run_1/pinout.png
Scale: 1.5 px per um. Pins as bars across the die edge, other pins in grey.
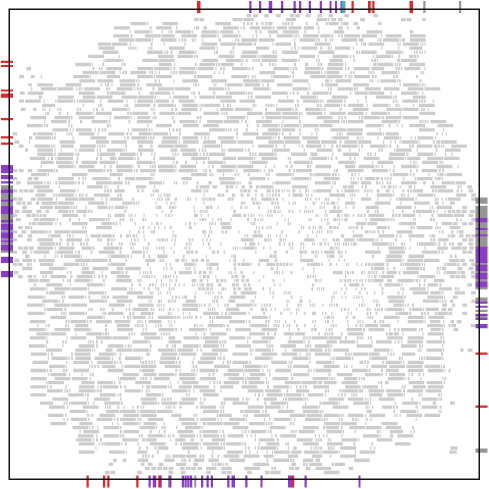
run_1/layers.png
Scale: 1.5 px per um. Two of the layers only.
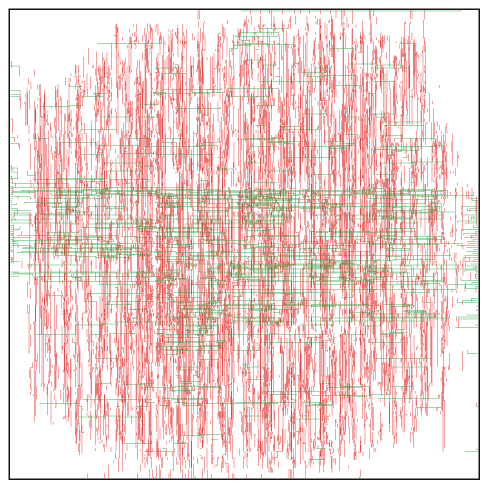
run_1/placed.png
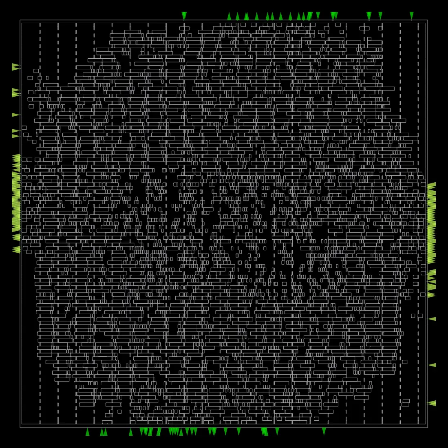
`src/rtl/l2_tag_array.sv`:
```
// N-way L2 tag/valid/dirty array with registered lookup, per-way write forwarding
// and a one-set-per-cycle invalidation sweep after reset or flush.
module l2_tag_array #(
  parameter int s_index = 3,
  parameter int s_tag = 23,
  parameter int ways = 4,
  localparam int s_way = $clog2(ways),
  localparam int num_sets = 2 ** s_index
) (
  input  logic                    clk,
  input  logic                    rst,
  input  logic                    flush,
  output logic                    ready,
  input  logic                    read,
  input  logic [s_index-1:0]      rindex,
  input  logic [s_tag-1:0]        rtag,
  input  logic                    load,
  input  logic [s_index-1:0]      windex,
  input  logic [s_way-1:0]        wway,
  input  logic [s_tag-1:0]        wtag,
  input  logic                    wvalid,
  input  logic                    wdirty,
  output logic                    hit,
  output logic [s_way-1:0]        hit_way,
  output logic                    multi_hit,
  output logic [ways*s_tag-1:0]   tag_out,
  output logic [ways-1:0]         valid_out,
  output logic [ways-1:0]         dirty_out
);

  typedef enum logic [0:0] {
    SWEEP = 1'b0,
    IDLE  = 1'b1
  } state_t;

  state_t               state_r, state_next_s;
  logic [s_index-1:0]   sweep_idx_r, sweep_idx_next_s;

  logic [s_tag-1:0]     tag_mem_r   [num_sets][ways];
  logic [ways-1:0]      valid_mem_r [num_sets];
  logic [ways-1:0]      dirty_mem_r [num_sets];

  logic                 sweep_last_s;
  logic                 sweep_clr_s;
  logic                 accept_s;
  logic                 do_read_s;
  logic                 do_load_s;

  logic [ways*s_tag-1:0] look_tag_s;
  logic [ways-1:0]       look_valid_s;
  logic [ways-1:0]       look_dirty_s;
  logic [ways-1:0]       match_s;
  logic [s_way-1:0]      hit_way_s;
  logic [s_way:0]        match_cnt_s;

  assign ready        = (state_r == IDLE);
  assign sweep_last_s = (sweep_idx_r == s_index'(num_sets - 1));
  assign sweep_clr_s  = !rst && (state_r == SWEEP);
  // Flush takes priority: any read or load in the flush cycle is dropped.
  assign accept_s     = !rst && (state_r == IDLE) && !flush;
  assign do_read_s    = accept_s && read;
  assign do_load_s    = accept_s && load;

  // Next-state and sweep counter logic.
  always_comb begin
    state_next_s     = state_r;
    sweep_idx_next_s = sweep_idx_r;
    case (state_r)
      SWEEP: begin
        sweep_idx_next_s = sweep_idx_r + s_index'(1);
        if (sweep_last_s) begin
          state_next_s = IDLE;
        end else begin
          state_next_s = SWEEP;
        end
      end
      IDLE: begin
        if (flush) begin
          state_next_s     = SWEEP;
          sweep_idx_next_s = '0;
        end else begin
          state_next_s = IDLE;
        end
      end
      default: begin
        state_next_s     = SWEEP;
        sweep_idx_next_s = '0;
      end
    endcase
  end

  // State register; reset restarts the sweep from set 0.
  always_ff @(posedge clk) begin
    if (rst) begin
      state_r     <= SWEEP;
      sweep_idx_r <= '0;
    end else begin
      state_r     <= state_next_s;
      sweep_idx_r <= sweep_idx_next_s;
    end
  end

  // Metadata storage: sweep clears valid/dirty only; tags are left as-is.
  always_ff @(posedge clk) begin
    if (sweep_clr_s) begin
      valid_mem_r[sweep_idx_r] <= '0;
      dirty_mem_r[sweep_idx_r] <= '0;
    end else if (do_load_s) begin
      tag_mem_r[windex][wway]   <= wtag;
      valid_mem_r[windex][wway] <= wvalid;
      dirty_mem_r[windex][wway] <= wdirty;
    end
  end

  // Lookup of set rindex with same-cycle forwarding of the way being written.
  always_comb begin
    look_tag_s   = '0;
    look_valid_s = '0;
    look_dirty_s = '0;
    match_s      = '0;
    hit_way_s    = '0;
    match_cnt_s  = '0;
    for (int w = 0; w < ways; w++) begin
      if (load && read && (windex == rindex) && (wway == s_way'(w))) begin
        look_tag_s[w*s_tag +: s_tag] = wtag;
        look_valid_s[w]              = wvalid;
        look_dirty_s[w]              = wdirty;
      end else begin
        look_tag_s[w*s_tag +: s_tag] = tag_mem_r[rindex][w];
        look_valid_s[w]              = valid_mem_r[rindex][w];
        look_dirty_s[w]              = dirty_mem_r[rindex][w];
      end
      match_s[w]  = look_valid_s[w] && (look_tag_s[w*s_tag +: s_tag] == rtag);
      match_cnt_s = match_cnt_s + {{s_way{1'b0}}, match_s[w]};
    end
    // Scan downward so the lowest matching way is the one that sticks.
    for (int w = ways - 1; w >= 0; w--) begin
      if (match_s[w]) begin
        hit_way_s = s_way'(w);
      end else begin
        hit_way_s = hit_way_s;
      end
    end
  end

  // Lookup result registers; they hold unless an accepted read occurs.
  always_ff @(posedge clk) begin
    if (rst) begin
      hit       <= 1'b0;
      hit_way   <= '0;
      multi_hit <= 1'b0;
      tag_out   <= '0;
      valid_out <= '0;
      dirty_out <= '0;
    end else if (do_read_s) begin
      hit       <= |match_s;
      hit_way   <= hit_way_s;
      multi_hit <= (match_cnt_s > (s_way + 1)'(1));
      tag_out   <= look_tag_s;
      valid_out <= look_valid_s;
      dirty_out <= look_dirty_s;
    end
  end

endmodule

```
`config.mk`:
```
export PLATFORM = sky130hd
export DESIGN_NAME = l2_tag_array
export DESIGN_NICKNAME = d
export VERILOG_FILES = /design/src/rtl/l2_tag_array.sv
export SDC_FILE = /design/constraint.sdc
export NUM_CORES = 1
export LEC_CHECK = 0
export ABC_AREA = 1
export CORE_MARGIN = 1
export CORE_UTILIZATION = 40
export DETAILED_ROUTE_END_ITERATION = 6
export GPL_TIMING_DRIVEN = 1
export PLACE_DENSITY_LB_ADDON = 0.15
export REMOVE_ABC_BUFFERS = 1
export SLEW_MARGIN = 5
export SYNTH_ARGS = -nofsm -noshare
export SYNTH_HDL_FRONTEND = slang
export SYNTH_SLANG_ARGS = --single-unit
```
`constraint.sdc`:
```
create_clock -name clk -period 7 [get_ports clk]
set_input_delay 1.4 -clock clk [delete_from_list [all_inputs] [get_ports clk]]
set_output_delay 1.4 -clock clk [all_outputs]
set_load 0.03 [all_outputs]
```
==> flow_summary_export.csv, run 1 <==
group,metric,value,unit
setup_path,crit_end,"multi_hit",
worst_hold_path,min-delay-path-class,"flop to flop",
clock_tree,cts_sinks,908,
cells_and_area,nMultiInputCombCells,2514,
status,outcome,"completed",
sta,rsz0062_at_grt,"no",
logic_synthesis,yosys_area,38540,um2
clock_tree,cts_tree,"built",
routing,wl_met3,14270,um
setup_path,setup.worst_path.end_class,"flop",
sta,fin_setup_tns,0,ns
sta,period_used_share,0.7665,
cells_and_area,layout_top_cell,"nand2_1",
global_route,grt_pass1_vias,26660,
clock_tree,ctsResizeCount,0,
routing,drt_iter0_markers,3429,
logic_synthesis,ys.flops,908,
setup_path,reg2reg_to,"hit_way[1]",
logic_synthesis,topCombFamilyByArea,"simple AND/OR/NAND/NOR gates",
logic_synthesis,ys_seq_frac,0.6794,
power,comb_power,0.980,mW
sta,worst_slack,1.635,ns
worst_hold_path,min_to,"dirty_out[2]",
power,powerSeq,5.90,mW
cells_and_area,antenna_cells,3,
routing,routed.top_layer,"met5",
clock_tree,clock_latency,0.69,ns
logic_synthesis,synthArstFlopShare,0,
place,postPlaceCellArea,41730,um2
sta,setup_viol,0,
logic_synthesis,yosys.area_share.aoi,0.02467,
setup_path,crit_path_max_incr_delay,0.76,ns
cells_and_area,seq_share,0.5835,
routing,first_pass_iters,6,
logic_synthesis,yosys.cell_types.count,36,
job,max-cap-violations,0,
power,pg_clk,5.12,mW
power,p_sw_frac,0.2423,
power,power,12.00,mW
setup_path,rrSetupSlack,3.29,ns
floorplan,die-area,97600,um2
setup_path,crit_slowest_cell,"clkdlybuf4s50_1",
logic_synthesis,synth-xor-area-share,0.0009090,
cells_and_area,area_growth,16.45,%
logic_synthesis,edf_count,800,
cells_and_area,regMostFlops,"tag_mem_r",
cells_and_area,signal_buffers,254,
power,internal_power,9.088,mW
logic_synthesis,synth_top_cell_by_area,"edfxtp_1",
cells_and_area,logic_area,11190,um2
logic_synthesis,yosysCellCount,3728,
floorplan,die_h,312.4,um
power,power_density,267.3,nW/um2
global_route,grt_pass1_wl,196800,um
place,dp_slack,1.012,ns
clock_tree,root_buffer,"clkbuf_16",
cells_and_area,seqCellArea,26190,um2
logic_synthesis,ys_sh_simple,0.2608,
worst_hold_path,hold_depth,2,
cells_and_area,n_clock_buffer,125,
setup_path,critPathLaunch,"windex[2]",
worst_hold_path,min_from,"dirty_out[2]",
logic_synthesis,topCellsByArea,"edfxtp_1 (62%), nand2_1 (12%), nand3_1 (11%), dfxtp_1 (5.6%), nor2_1 (1.9%)",
logic_synthesis,syn_area,38540,um2
floorplan,fp.dieW,312.4,um
sta,fin_crit,5.365,ns
logic_synthesis,ys_warn_count,0,
logic_synthesis,fa_ha_area_frac,0.001493,
place,dp.cells,5035,
setup_path,cp_top_family,"simple AND/OR/NAND/NOR gates",
global_route,grt_use_total,0.2829,
cells_and_area,comb_share,0.2492,
logic_synthesis,syn_inst,3728,
routing,wl_met1,58770,um
setup_path,path_max_fanout,37,
global_route,grt_start_max_net_pins,181,
About pinout.png:
[`read`] cyan | pins: 1 | direction: input | edge: top
[`tag_out`] purple | pins: 92 | direction: output | edge: 31 left, 27 right, 22 bottom, 12 top
[`wtag`] red | pins: 23 | direction: input | edge: 8 left, 7 top, 6 bottom, 2 right

About layers.png:
[M2] red | wire length: 62.9 mm
[M3] green | wire length: 14300 um

About placed.png:
Fillers: 8785
post-route insts no fill: 5220
flip-flops: 908
Placeable Area: 95150 um2
row count: 113

run_1/port_trees.png
Scale: 1 px per um.
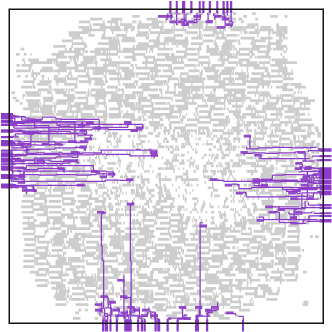

==> run 1 -> run 2 <==
==> constraint.sdc (replaced) <==
create_clock -name clk -period 5.19 [get_ports clk]
set_input_delay 1.038 -clock clk [delete_from_list [all_inputs] [get_ports clk]]
set_output_delay 1.038 -clock clk [all_outputs]
set_load 0.03 [all_outputs]
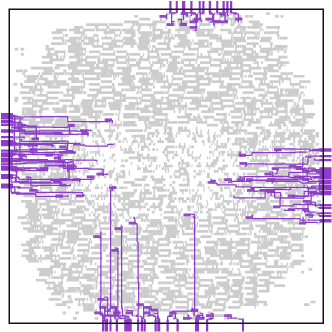
run_2/port_trees.png
Scale: 1 px per um.
[`tag_out`] purple | bits: 92 | direction: output | end cells: 92 | buffers: 92 | wire: 4990 um

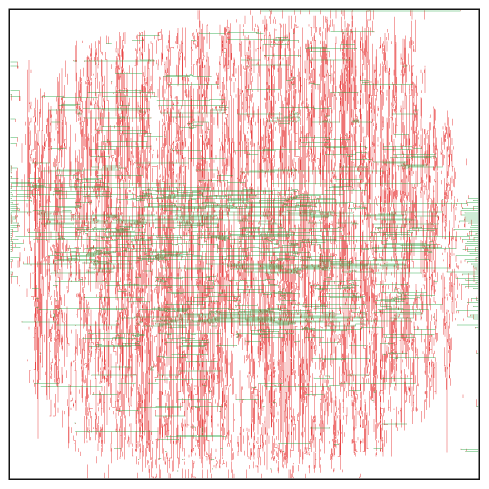
run_2/layers.png
Scale: 1.5 px per um. Two of the layers only.
[M3] green | wire length: 14200 um
[M2] red | wire length: 63.4 mm

==> run 2 against run 1 <==
Sequential cell count is the same. Die area is the same. Cell count grew 1.1%. Clock skew grew 0.0064 ns. Count of clock-buffer cells in the layout grew 8. Critical path type unchanged. Largest cell class unchanged. Largest power group unchanged.
==> flow_summary_export.csv, run 2 <==
group,metric,value,unit
cells_and_area,stdcell_count,5275,
setup_path,crit_end,"multi_hit",
job,max-cap-violations,0,
cells_and_area,area_growth,17.99,%
logic_synthesis,yosysCellCount,3728,
cells_and_area,regMostFlops,"tag_mem_r",
sta,worst_slack,1.099,ns
logic_synthesis,ys_warn_count,0,
clock_tree,ctsResizeCount,0,
power,internal_power,12.41,mW
logic_synthesis,synthArstFlopShare,0,
global_route,grt_start_max_net_pins,186,
power,comb_power,1.37,mW
sta,fin_setup_tns,0,ns
cells_and_area,seq_share,0.5758,
sta,period_used_share,0.7882,
routing,wl_met3,14170,um
power,power_density,359.5,nW/um2
floorplan,die_h,312.4,um
cells_and_area,signal_buffers,308,
routing,routed.top_layer,"met5",
global_route,grt_pass1_wl,198800,um
setup_path,crit_path_max_incr_delay,0.69,ns
clock_tree,root_buffer,"clkbuf_16",
worst_hold_path,min_from,"dirty_out[2]",
logic_synthesis,ys.flops,908,
place,dp_slack,0.5507,ns
setup_path,setup.worst_path.end_class,"flop",
status,outcome,"completed",
setup_path,reg2reg_to,"dirty_out[1]",
cells_and_area,fill_cells,8704,
place,postPlaceCellArea,42260,um2
logic_synthesis,syn_area,38540,um2
worst_hold_path,hold_depth,2,
sta,setup_viol,0,
cells_and_area,logic_area,11190,um2
floorplan,num_rows,113,
place,dp.cells,5089,
power,power,16.35,mW
cells_and_area,n_clock_buffer,133,
global_route,grt_pass1_vias,26490,
setup_path,rrSetupSlack,1.56,ns
logic_synthesis,topCombFamilyByArea,"simple AND/OR/NAND/NOR gates",
cells_and_area,antenna_cells,5,
logic_synthesis,syn_inst,3728,
sta,rsz0062_at_grt,"no",
cells_and_area,comb_share,0.2460,
cells_and_area,layout_top_cell,"nand2_1",
clock_tree,clock_latency,0.68,ns
setup_path,critPathLaunch,"windex[2]",
logic_synthesis,fa_ha_area_frac,0.001493,
power,pg_clk,7.03,mW
global_route,grt_use_total,0.2863,
floorplan,fp.dieW,312.4,um
clock_tree,cts_sinks,908,
logic_synthesis,yosys.area_share.aoi,0.02467,
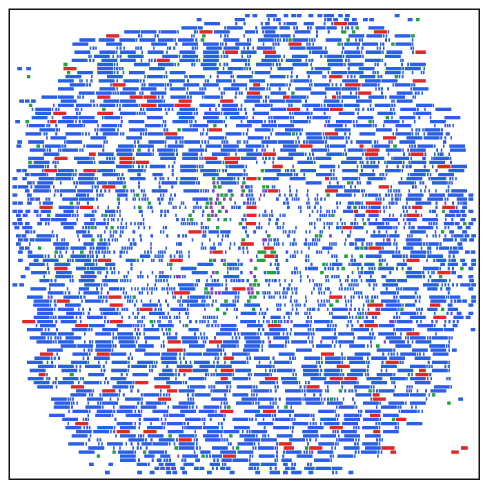
run_2/sizing.png
Scale: 1.5 px per um.
[x1 and smaller] blue | cells: 3654
[x2] purple | cells: 66
[x6 and larger] red | cells: 145
[x3 and x4] green | cells: 140

No activity file was given, so power comes from the tool's default toggle rates.
